## src/rtl/pwm_pkg.sv

```systemverilog
// Shared defaults and helpers for the multi-channel PWM output stage.
package pwm_pkg;

  localparam int unsigned PWM_INTERVAL_DEFAULT = 1200;
  localparam int unsigned NUM_CH_DEFAULT       = 3;
  // Common-anode LEDs: a pin driven low lights the segment.
  localparam bit          ACTIVE_LOW_DEFAULT   = 1'b1;

  // Duty values at or above the period saturate to the period length.
  function automatic logic [31:0] duty_clamp(input logic [31:0] duty,
                                             input logic [31:0] interval);
    return (duty > interval) ? interval : duty;
  endfunction

  // Pin level for a logical on/off under the selected polarity.
  function automatic logic pin_level(input logic on, input bit active_low);
    return on ^ active_low;
  endfunction

endpackage

```

## src/rtl/pwm_channel.sv

```systemverilog
// One PWM channel: double-buffered duty (shadow/active), compare and pin flop.
module pwm_channel
  import pwm_pkg::*;
#(
  parameter int unsigned PWM_INTERVAL = PWM_INTERVAL_DEFAULT,
  parameter int unsigned DUTY_W       = $clog2(PWM_INTERVAL + 1),
  parameter bit          ACTIVE_LOW   = ACTIVE_LOW_DEFAULT
) (
  input  logic              clk,
  input  logic              rst,
  input  logic              load,
  input  logic              commit,
  input  logic              bypass,
  input  logic [DUTY_W-1:0] duty,
  input  logic [DUTY_W-1:0] pcnt,
  output logic              pwm
);

  logic [DUTY_W-1:0] shadow;
  logic [DUTY_W-1:0] active;

  always_ff @(posedge clk) begin
    if (rst) begin
      shadow <= '0;
      active <= '0;
      pwm    <= pin_level(1'b0, ACTIVE_LOW);
    end else begin
      if (load) shadow <= duty;
      // A strobe landing on the wrap cycle goes straight to active.
      if (bypass)      active <= DUTY_W'(duty_clamp(32'(duty), 32'(PWM_INTERVAL)));
      else if (commit) active <= DUTY_W'(duty_clamp(32'(shadow), 32'(PWM_INTERVAL)));
      pwm <= pin_level(pcnt < active, ACTIVE_LOW);
    end
  end

endmodule

```

## src/rtl/pwm_gen.sv

```systemverilog
// Multi-channel PWM generator with period-boundary duty commit.
// Optional PWM_GEN_PHASE_STAGGER_EN spreads channel rising edges across the period.
module pwm_gen
  import pwm_pkg::*;
#(
  parameter int unsigned PWM_INTERVAL = PWM_INTERVAL_DEFAULT,
  parameter int unsigned NUM_CH       = NUM_CH_DEFAULT,
  parameter int unsigned DUTY_W       = $clog2(PWM_INTERVAL + 1),
  parameter bit          ACTIVE_LOW   = ACTIVE_LOW_DEFAULT
) (
  input  logic                     clk,
  input  logic                     rst,
  input  logic [NUM_CH*DUTY_W-1:0] duty_in,
  input  logic                     duty_valid,
  output logic                     update_ack,
  output logic                     period_start,
  output logic [NUM_CH-1:0]        pwm_out
);

  logic [DUTY_W-1:0] cnt;
  logic              pending;
  logic              wrap;

  assign wrap = (cnt == DUTY_W'(PWM_INTERVAL - 1));

  // Period counter, pending-commit flag and period-aligned strobes.
  always_ff @(posedge clk) begin
    if (rst) begin
      cnt          <= '0;
      pending      <= 1'b0;
      update_ack   <= 1'b0;
      period_start <= 1'b0;
    end else begin
      cnt          <= wrap ? '0 : cnt + DUTY_W'(1);
      pending      <= wrap ? 1'b0 : (pending | duty_valid);
      update_ack   <= wrap & (pending | duty_valid);
      period_start <= (cnt == '0);
    end
  end

  for (genvar g = 0; g < NUM_CH; g++) begin : g_ch
    logic [DUTY_W-1:0] pcnt;
`ifdef PWM_GEN_PHASE_STAGGER_EN
    localparam int unsigned SW  = DUTY_W + 1;
    localparam int unsigned OFS = g * (PWM_INTERVAL / NUM_CH);
    logic [SW-1:0] sum;
    // Offset is below one period, so a single conditional subtract wraps it.
    assign sum  = {1'b0, cnt} + SW'(OFS);
    assign pcnt = (sum >= SW'(PWM_INTERVAL)) ? DUTY_W'(sum - SW'(PWM_INTERVAL))
                                             : DUTY_W'(sum);
`else
    assign pcnt = cnt;
`endif

    pwm_channel #(
      .PWM_INTERVAL (PWM_INTERVAL),
      .DUTY_W       (DUTY_W),
      .ACTIVE_LOW   (ACTIVE_LOW)
    ) u_ch (
      .clk    (clk),
      .rst    (rst),
      .load   (duty_valid),
      .commit (wrap & pending),
      .bypass (wrap & duty_valid),
      .duty   (duty_in[g*DUTY_W +: DUTY_W]),
      .pcnt   (pcnt),
      .pwm    (pwm_out[g])
    );
  end

endmodule

```

## config.mk

```make
export PLATFORM = sky130hd
export DESIGN_NAME = pwm_gen
export DESIGN_NICKNAME = d
export VERILOG_FILES = /design/src/rtl/pwm_pkg.sv /design/src/rtl/pwm_channel.sv /design/src/rtl/pwm_gen.sv
export SDC_FILE = /design/constraint.sdc
export NUM_CORES = 1
export LEC_CHECK = 0
export ABC_AREA = 1
export CAP_MARGIN = 20
export CORE_UTILIZATION = 45
export CTS_CLUSTER_DIAMETER = 150
export DETAILED_ROUTE_END_ITERATION = 8
export GPL_TIMING_DRIVEN = 0
export PLACE_DENSITY = 0.67
export SLEW_MARGIN = 10
export SYNTH_ARGS = -nofsm -noshare
export SYNTH_HDL_FRONTEND = slang
export SYNTH_HIERARCHICAL = 1
export SYNTH_SLANG_ARGS = --single-unit
```

## constraint.sdc

```tcl
create_clock -name clk -period 2.17 [get_ports clk]
set_input_delay 0.3255 -clock clk [delete_from_list [all_inputs] [get_ports clk]]
set_output_delay 0.3255 -clock clk [all_outputs]
set_load 0.005 [all_outputs]
```

Fig. 1: run 1, clock network drawn from the DEF
Bar = 20 µm.
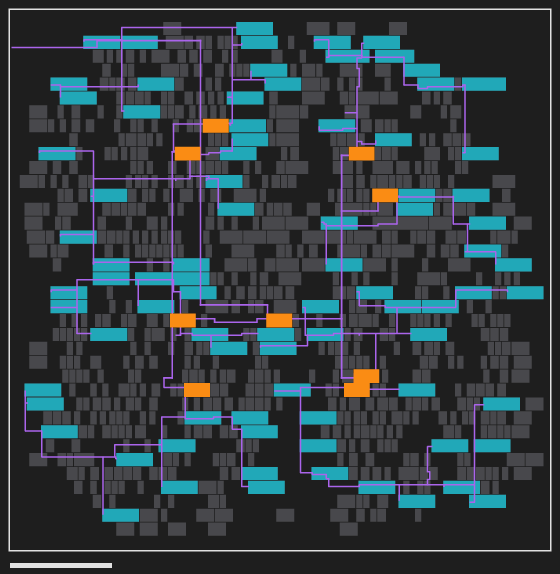
[flip-flops] cyan | count: 83
[cells driving clock nets] orange | count: 9
[clock wires] purple | length: 1,030 µm
routed clock nets: 10

Fig. 2: run 1, clock wiring as the flow saved it
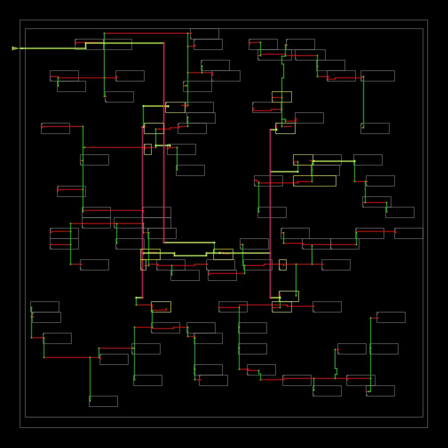
clock sink count: 83
clock tree buffer count of the final layout: 11

Fig. 3: run 1, register map, names as in the netlist
Other sequential cells in the stronger grey, the rest of the logic in the fainter grey.
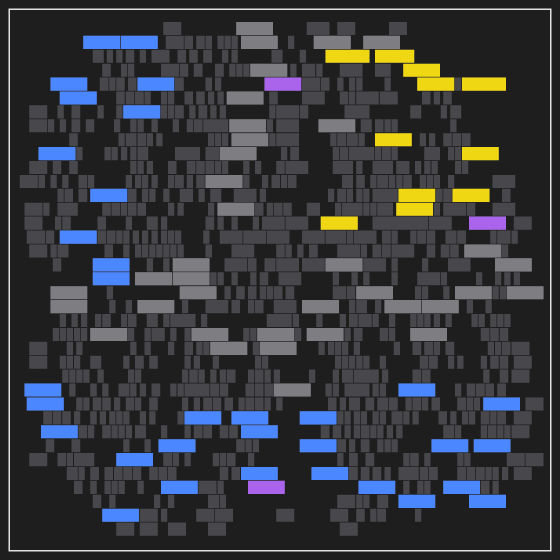
| name in the netlist | colour | flops |
|---|---|---|
| `g_ch.u_ch/pwm` | purple | 3 |
| `g_ch.u_ch/shadow` | blue | 33 |
| `cnt` | yellow | 11 |

==> run notes, run 1 <==
Flow results.

- The kind of path behind the tightest hold check is register to register.
- STA classifies the critical path endpoint as a register.
- The region available for standard cell placement spans 10,400 µm².
- The vertical die size is 106 µm.
- The finished design was reported to have a net count of 870.
- The top cell family by delay on the critical path is simple AND/OR/NAND/NOR gates.
- The highest metal layer with signal wires is met4.
- The first global-routing pass estimated 19.8 mm of wire.
- The main area contributors are dfxtp_1, nand2_1, inv_1.
- The post-route standard cell area excluding fillers is 5630 µm².
- The detailed route wirelength on metal3 is 371 µm.
- The destination of the worst hold path is g_ch[1].u_ch/shadow[0].
- The worst setup path is launched from a register.
- The cell count after synthesis is 749.
- The tally of OpenROAD warnings is 28.
- Nets still carrying antenna violations after routing amount to 0.
- The termination of the worst setup path is g_ch[2].u_ch/active[8].
- The met1 wire length is 5.44 mm.
- After layout the signal buffers, clock cells excluded, come to 8.78% of cell area.
- The logic share of the area is 46.2%.
- The total cells reported by yosys after synthesis is 749.
- The post-route worst setup slack is 112 ps.
- The area fraction of the largest cell type after synthesis is 34.4%.
- In this run the deepest clock path goes through 2 buffers.
- The area of all sequential standard cells is 1670 µm².
- On the worst path, the slowest cell contributes a delay of 410 ps.
- The final cell count without fillers is 941.
- The area added between synthesis and finish is 16.6%.
- The global routing report lists combined usage of all routing layers as 22.1%.
- The cell depth of the worst setup path is 11.
- The library cell occupying the most area in the post-synthesis netlist is dfxtp_1.
- The switching component of the power was reported as 789 µW.
- The data required time reported for the critical path is 2390 ps.
- The run finished with clean final reports.
- The power density relative to cell area is 547 nW/µm².
- The via count is 4,730.
- The CTS tree is yes.
- The met2 global-route usage is 38.8%.
- The arrival time at the worst endpoint is 2280 ps.
- The floorplan report gives the top-level pin count as 41.
- The count of buffers added by post-CTS timing repair for setup is 2.
- The standby leakage power is 2.67 nW.
- Per the post-run analysis, buffers plus inverters along the critical path come to 1.
- The max-slew check reports its worst relative slack as 64.8%.
- The reg-to-reg critical path endpoint is g_ch[2].u_ch/active[8].
- The number of combinational gates with multiple inputs is 513.
- The setup slack at placement is -561 ps.
- STA shows the worst reg2reg path with a cell count of 11.
- Including well taps, the total number of placed cells is 925.
==> run 2: changes to the inputs <==
Settings changed: CELL_PAD_IN_SITES_DETAIL_PLACEMENT set to 1, CELL_PAD_IN_SITES_GLOBAL_PLACEMENT set to 1, CORE_ASPECT_RATIO set to 1.75, CORE_UTILIZATION 45 to 39, CTS_BUF_LIST set to sky130_fd_sc_hd__clkbuf_8, PLACE_DENSITY 0.67 to 0.79.
Fig. 4: run 2, clock wiring as the flow saved it
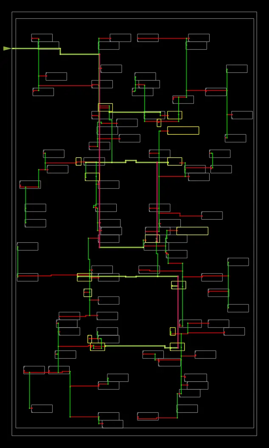
clock buffer count from CTS: 9
clock tree buffer count of the final layout: 9
maximum clock skew at final layout: 9.69 ps

==> run 2 against run 1 <==
  * Clock power grew about 10%
  * Critical path depth unchanged
  * Via count rose by 5.5%
  * Area after synthesis did not move
  * Final area is 2.1% higher
  * Largest cell class unchanged
==> run notes, run 2 <==
Flow results.

- Counting along the longest clock path gives a buffer depth of 2.
- The top cell family by delay on the critical path is simple AND/OR/NAND/NOR gates.
- The antenna diode instance count is 0.
- The post-route worst setup slack is 124 ps.
- The placeable core region is 12,100 µm².
- Among all cell classes, the greatest summed area belongs to logic gates.
- After global routing the overflow that remains totals 0.
- The power dissipated by switching net loads is 875 µW.
- The arrival time at the worst endpoint is 2360 ps.
- In the layout the tool counted multi-input logic cells amounting to 513.
- The CTS tree is yes.
- The number of setup buffers added after CTS is 4.
- Buffers outside the clock tree occupy 8.99% of the routed design's cell area.
- The standby leakage power is 2.70 nW.
- The buffer-and-inverter tally for the worst setup path is 2.
- The global-route wire length before repair is 24.4 mm.
- The destination of the worst hold path is g_ch[1].u_ch/shadow[1].
- For this block, the via count after detailed routing is 4,988.
- Among all stages on the critical path, the maximum delay recorded is 420 ps.
- The STA report counts the stages on the worst setup path as 11.
- The count of inserted tapcells is 165.
- After filler insertion, the fill cell instance count of the layout stands at 1,665.
- 41 I/O pins were placed.
- Summing the areas of all compound-gate instances in the mapped netlist gives 12.3% of the synthesized area.
- The number of nets with antenna violations after detailed routing is 0.
- The total cells reported by yosys after synthesis is 749.
- Yosys attributes the largest share of cell area to dfxtp_1, nand2_1, inv_1.
- Synthesis produced 749 cells.
- In the final routed layout, each cell accounts on average for 15.1 µm.
- The multi-input combinational cells in the finished layout cover a total of 2630 µm².
- The highest metal layer with signal wires is met4.
- The logs give a warning total of 27.
- Of all nets on the critical path, the largest fanout is 8.
- The power density relative to cell area is 566 nW/µm².
- The number of placed cells counting well taps is 954.
- The tightest min-delay check is of the register to register type.
- STA classifies the critical path startpoint as a register.
- After the last flow step, the layout net total stands at 873.
- The count of warnings emitted by yosys is 6.
- The worst-case vdd ir drop is 0.294 mV.
- The slew check shows that the tightest pin keeps a relative margin of 63.6%.
- The met1 wire length is 5.46 mm.
- The logic share of the area is 45.8%.
- The flow ran to the end, and the final reports show no timing, DRC or antenna violations.
- Total global-route track usage over all layers is 24.4%.
- In the detailed route, the total length drawn on met3 is 378 µm.
- Among the non-sequential cells, simple AND/OR/NAND/NOR gates take the most area.
- The pre-CTS setup check shows a worst slack of -773 ps.
- The worst hold slack is 488 ps.
- Per the CTS log, the root buffer master is clkbuf_8.
- The reg-to-reg critical path endpoint is g_ch[2].u_ch/active[6].
- The type of destination of the critical path is a register.
- The largest net degree at the start of global routing is 14.
- The detailed-router iteration count before antenna repair is 4.
- The final cell count without fillers is 975.
- On met2, the global router reports a usage of 49.8%.
- The chip area in the Yosys report is 4830 µm².
- The count of buffers added on input and output ports is 40.
- The area added between synthesis and finish is 19.0%.
- The count of cells along the worst register-to-register path is 11.
- The cell-mix breakdown from Yosys lists the adder-cell area share as 8.29%.
- Following the worst setup path forward leads to its endpoint at g_ch[2].u_ch/active[6].
- The vertical die size is 149 µm.
- The transition time recorded at the tightest slew-check pin is 544 ps.
- The share of final layout cell area taken by clock buffers and inverters is 3.63%.
- The post-route standard cell area excluding fillers is 5750 µm².
- Per the synthesis report, the dominant area consumer among library cells is dfxtp_1.
- The launching point of the worst reg2reg path is cnt[0].
- The top cell type by area accounts for 34.4% of the synthesized area.
- The total clock sinks is 83.
- The required time at the endpoint of the critical path is 2490 ps.
- The area of all sequential standard cells is 1670 µm².
Fig. 5: run 2, clock network drawn from the DEF
Bar = 20 µm.
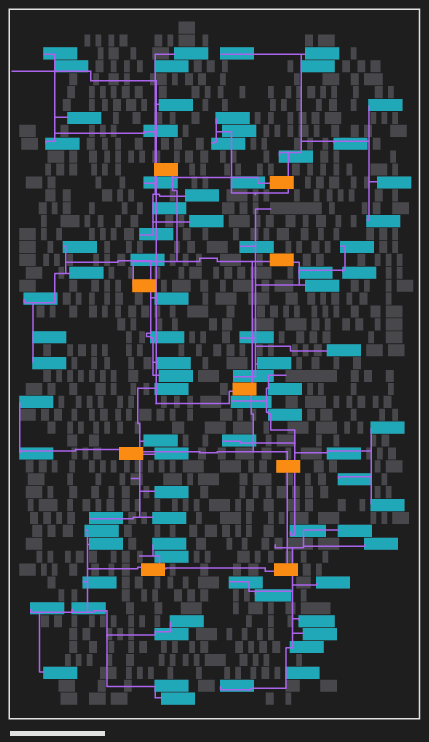
[clock wires] purple | length: 1,190 µm
[cells driving clock nets] orange | count: 9
[flip-flops] cyan | count: 83
routed clock nets: 10
clock network power consumption: 1.22 mW
clock share of power: 37.5%
Clk Latency, worst-skew pair: 370 ps

==> run 3: changes to the inputs <==
Settings changed: ABC_AREA 1 to not set, CORE_UTILIZATION 39 to 41, PLACE_DENSITY 0.79 to 0.78.
Fig. 6: run 3, clock network drawn from the DEF
Bar = 20 µm.
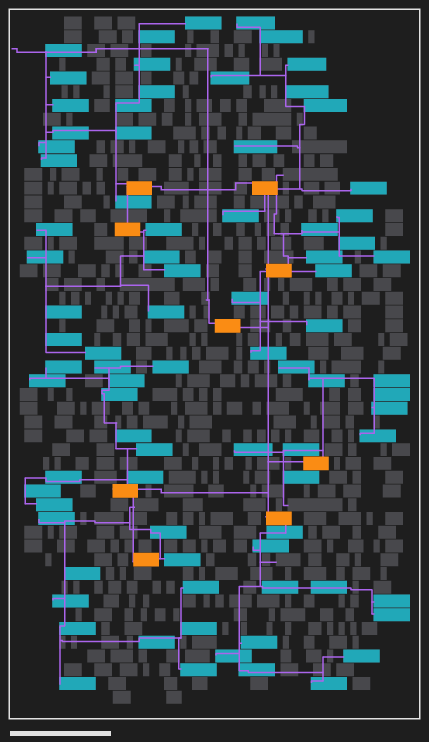
[clock wires] purple | length: 1,050 µm
[flip-flops] cyan | count: 83
[cells driving clock nets] orange | count: 9
routed clock nets: 10
flops lie: all over the die

==> run 3 against run 2 <==
  * Sequential cell count did not move
  * Final area fell by 0.15%
  * Wire length is 8.4% lower
  * Via count fell by 17%
  * Die size down 12%
  * First-iteration DRC count is 5.6% higher
  * Critical path depth shrank 3
  * Register-to-register slack worse by 250 ps
  * Global-route usage decreased by 0.84 points
  * Sequential power barely moved
  * Clock-buffer cell count rose by 2
  * Combinational power shrank 11%
  * The flow now finishes with violations (DRC, setup timing)
==> run notes, run 3 <==
Flow results.

- The flow ran to the end, but the final reports show violations.
- The checks that failed: DRC, setup timing.
- The final global-route overflow total is 0.
- The count of warnings emitted by yosys is 6.
- The met2 global-route usage is 43.5%.
- The DRC violation count after routing is 1.
- Across all stage logs, warnings added up to 30.
- Looking at the VDD voltage map, the peak drop is 0.445 mV.
- STA classifies the critical path endpoint as a register.
- The post-route worst setup slack is -123 ps.
- The kind of cell with the highest combined delay along the critical path is simple AND/OR/NAND/NOR gates.
- The post-route standard cell area excluding fillers is 5740 µm².
- The relative slew slack is 53.9%.
- The vertical die size is 140 µm.
- The via count is 4,149.
- The maximum buffer depth of the clock tree is 2.
- The CTS tree is yes.
- The library cell occupying the most area in the post-synthesis netlist is dfxtp_1.
- The number of nets with antenna violations after detailed routing is 0.
- The count of inserted tapcells is 130.
- The chip area in the Yosys report is 4460 µm².
- The transition time recorded at the tightest slew-check pin is 691 ps.
- The total cells reported by yosys after synthesis is 510.
- 0 antenna diodes ended up in the layout.
- In this run the static leakage power is 2.28 nW.
- Non-clock buffers make up 11.7% of the layout cell area.
- The reg-to-reg critical path endpoint is g_ch[0].u_ch/active[6].
- Per the placement log, port buffering inserted 40 buffers.
- The worst hold slack is 500 ps.
- The cell-mix breakdown from Yosys lists the adder-cell area share as 8.98%.
- The setup slack at placement is -633 ps.
- The met1 wire length is 5.02 mm.
- The clock network burns 42.9% of the power.
- The highest metal layer with signal wires is met4.
- The share of the synthesized area in the top cell type is 37.3%.
- The endpoint of the worst hold path is reported as g_ch[1].u_ch/active[6].
- In the final report, the number of endpoints failing setup comes to 12.
- The detailed-router iteration count before antenna repair is 6.
- In the post-synthesis netlist, the biggest area contributors are dfxtp_1, ha_1, mux2i_1.
- The kind of launch point of the worst setup path is a register.
- The I/O pin total is 41.
- The overall global routing resource usage is 23.6%.
- The number of placed cells counting well taps is 680.
- The total area of multi-input combinational cells is 2780 µm².
- The critical-path maximum fanout is 6.
- In the final design database the tool counted 648 nets.
- The count of cells along the worst register-to-register path is 8.
- The cell depth of the worst setup path is 8.
- According to the timing report, the data required time at the worst endpoint equals 2470 ps.
- The global-route wire length before repair is 20.5 mm.
- The clock group total power is 1.50 mW.
- The insertion delay to the later sink of the worst-skew pair is 360 ps.
- The cell count after synthesis is 510.
- The detailed route wirelength on metal3 is 503 µm.
- Per the layout area report, the register area comes to 1680 µm².
- The count of cells in the finished layout, fillers not included, comes to 715.
- The cell type taking the most area is logic gates.
- The largest net degree at the start of global routing is 14.
- The placeable core region is 10,600 µm².
- The termination of the worst setup path is g_ch[0].u_ch/active[6].
- The switching component of the power was reported as 814 µW.
- The number of clock buffers in the layout is 11.
- The wire length per cell is 18.9 µm.
- The flow reported a cell area power density of 610 nW/µm².
- The arrival time at the worst endpoint is 2590 ps.
- Per the layout report, the design carries 1,250 filler cells.
- The longest incremental delay of any stage on the critical path is reported as 560 ps.
- The launching point of the worst reg2reg path is cnt[6].
- The logic share of the area is 48.4%.
Fig. 7: run 3, M4 wires
Supply wires on this layer in grey.
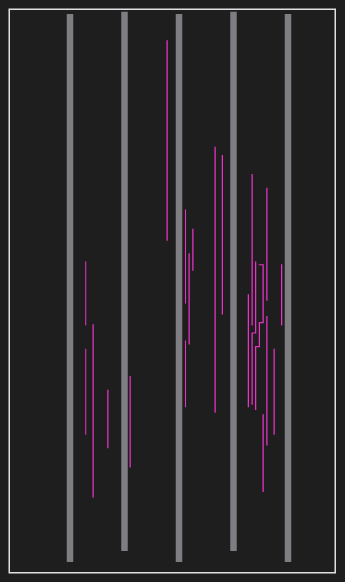
longest straight run: 66.0 µm
share of all routed wire: 4.4%
nets with wire on the layer: 18
main direction: vertical

Power is estimated from default activity; no workload was simulated.
